### Routed metal, one colour a layer

Bar = 20 microns.
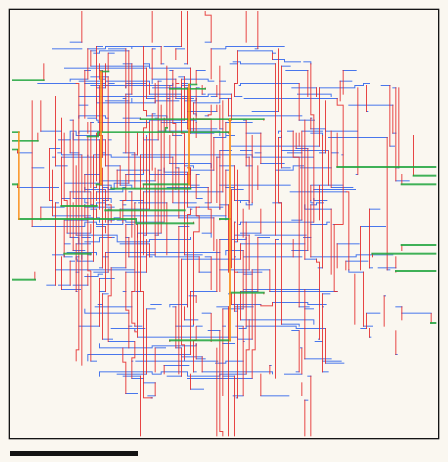
### Cell sizes after repair

Bar = 20 microns.
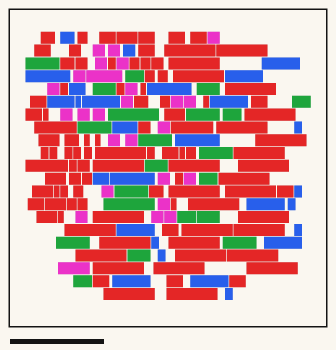
==> config.mk <==
export PLATFORM = sky130hd
export DESIGN_NAME = param_fifo
export DESIGN_NICKNAME = d
export VERILOG_FILES = /design/src/rtl/param_fifo.sv
export SDC_FILE = /design/constraint.sdc
export NUM_CORES = 1
export LEC_CHECK = 0
export CORE_MARGIN = 3
export CORE_UTILIZATION = 48
export DETAILED_ROUTE_END_ITERATION = 8
export PLACE_DENSITY = 0.75
export SLEW_MARGIN = 20
export SYNTH_ARGS = -nofsm -noshare
export SYNTH_HDL_FRONTEND = slang
export SYNTH_SLANG_ARGS = --single-unit
==> constraint.sdc <==
create_clock -name clk -period 1.98 [get_ports clk]
set_input_delay 0.396 -clock clk [delete_from_list [all_inputs] [get_ports clk]]
set_output_delay 0.396 -clock clk [all_outputs]
set_load 0.005 [all_outputs]
==> src/rtl/param_fifo.sv <==
// param_fifo: single-clock FIFO with valid/ready on both sides, an occupancy
// count, a programmable almost-full flag and a synchronous flush. DEPTH does
// not need to be a power of two because the pointers wrap explicitly.
module param_fifo #(
    parameter int unsigned WIDTH = 8,
    parameter int unsigned DEPTH = 4,
    parameter int unsigned AFULL = DEPTH - 1,
    localparam int unsigned CW   = $clog2(DEPTH + 1)
) (
    input  logic             clk,
    input  logic             rst_n,
    input  logic             i_flush,
    input  logic             i_valid,
    output logic             o_ready,
    input  logic [WIDTH-1:0] i_data,
    output logic             o_valid,
    input  logic             i_ready,
    output logic [WIDTH-1:0] o_data,
    output logic [CW-1:0]    o_count,
    output logic             o_afull
);

    localparam int unsigned    PW       = (DEPTH > 1) ? $clog2(DEPTH) : 1;
    localparam logic [PW-1:0]  LAST_IDX = PW'(DEPTH - 1);
    localparam logic [CW-1:0]  FULL_CNT = CW'(DEPTH);
    localparam logic [CW-1:0]  AF_CNT   = CW'(AFULL);

    logic [WIDTH-1:0] mem [DEPTH];
    logic [PW-1:0]    wp;
    logic [PW-1:0]    rp;
    logic [CW-1:0]    cnt;
    logic             push;
    logic             pop;

    // Status outputs come only from registered state, never from the inputs.
    assign o_ready = (cnt != FULL_CNT);
    assign o_valid = (cnt != '0);
    assign o_count = cnt;
    assign o_afull = (cnt >= AF_CNT);
    assign o_data  = mem[rp];

    // A flush cancels any handshake that happens to coincide with it.
    assign push = i_valid & o_ready & ~i_flush;
    assign pop  = o_valid & i_ready & ~i_flush;

    // Storage array is written on accepted pushes only; it is never cleared.
    always_ff @(posedge clk) begin
        if (push) begin
            mem[wp] <= i_data;
        end
    end

    // Pointers and occupancy; flush returns them to empty like a reset does.
    always_ff @(posedge clk or negedge rst_n) begin
        if (!rst_n) begin
            wp  <= '0;
            rp  <= '0;
            cnt <= '0;
        end else if (i_flush) begin
            wp  <= '0;
            rp  <= '0;
            cnt <= '0;
        end else begin
            if (push) begin
                wp <= (wp == LAST_IDX) ? '0 : wp + 1'b1;
            end
            if (pop) begin
                rp <= (rp == LAST_IDX) ? '0 : rp + 1'b1;
            end
            case ({push, pop})
                2'b10:   cnt <= cnt + 1'b1;
                2'b01:   cnt <= cnt - 1'b1;
                default: cnt <= cnt;
            endcase
        end
    end

endmodule

==> changes_impl.md <==
## Flow update

* Outcome: finished, violations left
* Failing checks: negative setup slack
* Clock network fraction of total power at 0.353
* Area of the multi-input gates at 611 sq um
* Number of cells in Yosys stat at 112
* Biggest register: mem
* Clk power at 0.000769 W
* Seq share, synth at 0.634
* Syn Nets at 131
* Drt pass-1 iters at 4
* ClkCell Share at 0.0513
* CP Launch Type: flip-flop
* Final Non-Filler Cells at 221
* Max FFs per register at 32
* Data buffer area share at 0.243
* Clk slew on worst S/H paths at ~70 ps
* Largest cells by area: edfxtp_1 (54%), mux4_2 (10%), dfrtp_1 (9.8%), ha_1 (3.5%), buf_6 (1.9%)
* Setup slack, reg-to-reg at -10 ps
* Die Width at about 67 microns
* Slew @ Worst Pin at 374 ps
* Fraction of area in registers at 0.442
* Clock Skew at approximately 6.4 ps
* Final design utilization at 0.745
* Clk_lat worst skew at between 200 and 300 ps
* CP Depth at 5
* Crit path to: o_data[7]
* Pre-Place Util at 0.517
* Register area at 1140 sq um
* # Max-Cap Violations at 0
* First-pass GRT wire length at 6.39 mm
* RSZ-0062 raised after global routing: true
* Final Max Slew Viols at 0
* Most frequent cells in the layout: edfxtp_1 (32), buf_4 (24), clkdlybuf4s50_1 (14)
* DRC viols at 0
* Grt met1 use at 0.226
* Antenna Nets Post-Route at 0
* CTS tree: done
* Metal3 WL at ~200 microns
* Dpl cell area at 2240 sq um
* # rows at 21
* Die height at approximately 67 microns
* Worst Setup SP: rp[0]
* Maximum vdd drop at roughly 0.56 mV
* Pwr dens at 843 nW/um^2
* Pre-CTS setup slack at -256 ps
* IO Count at 27
* Multi-input gate share of total cell area at 0.236
* Initial antenna violation count at 0
* Placed Cells at 194
* Met2 routed WL at 2.16 mm
* Global-route met2 utilization at 0.367
* Nets@finish at 193
* Final Critical Period at 2030 ps
* Top cell area share at 0.536
* Final WS setup at -51.4 ps
* Peak Freq at 0.492 GHz
* Synth Flop Type: edfxtp_1
* Crit path capture type: output pin
* Final setup fails at 4
* Ys flops at 39
* Layout cell share with drive strength beyond 1 at 0.423
* DIE AREA at about 4500 sq um
* GR Util met3 at 0.0590
* Cell type with the largest total area: edfxtp_1
* Final Hold Vio Count at 0
* Mux share at 0.106
* Critical Path RT at 1580 ps
* Antenna cells at 0
* Netlist cell types at 36
* Top Consumer: sequential cells
* Vias per cell at 5.49
* Synth Area in Adders at 0.0461
* Crit-path cells: buf_12 -> buf_12 -> buf_6 -> mux4_2 -> buf_2
-- 'Routed metal, one colour a layer' (at the start) --
Key: blue = metal 1 [wire length 1410 microns]; orange = metal 4 [wire length 81.6 microns]; red = metal 2 [wire length 2160 microns]; green = metal 3 [wire length 198 microns]
total wire length: 3.86 mm
Total GRT Usage: 0.204
drt wl/cell: 17.4 microns
via count: 1213

-- 'Cell sizes after repair' (at the start) --
Key: red = _0 and _1 cells [cells 101]; green = _6 and larger [cells 21]; magenta = _3 and _4 cells [cells 26]; blue = _2 cells [cells 27]

Power is estimated from default activity; no workload was simulated.
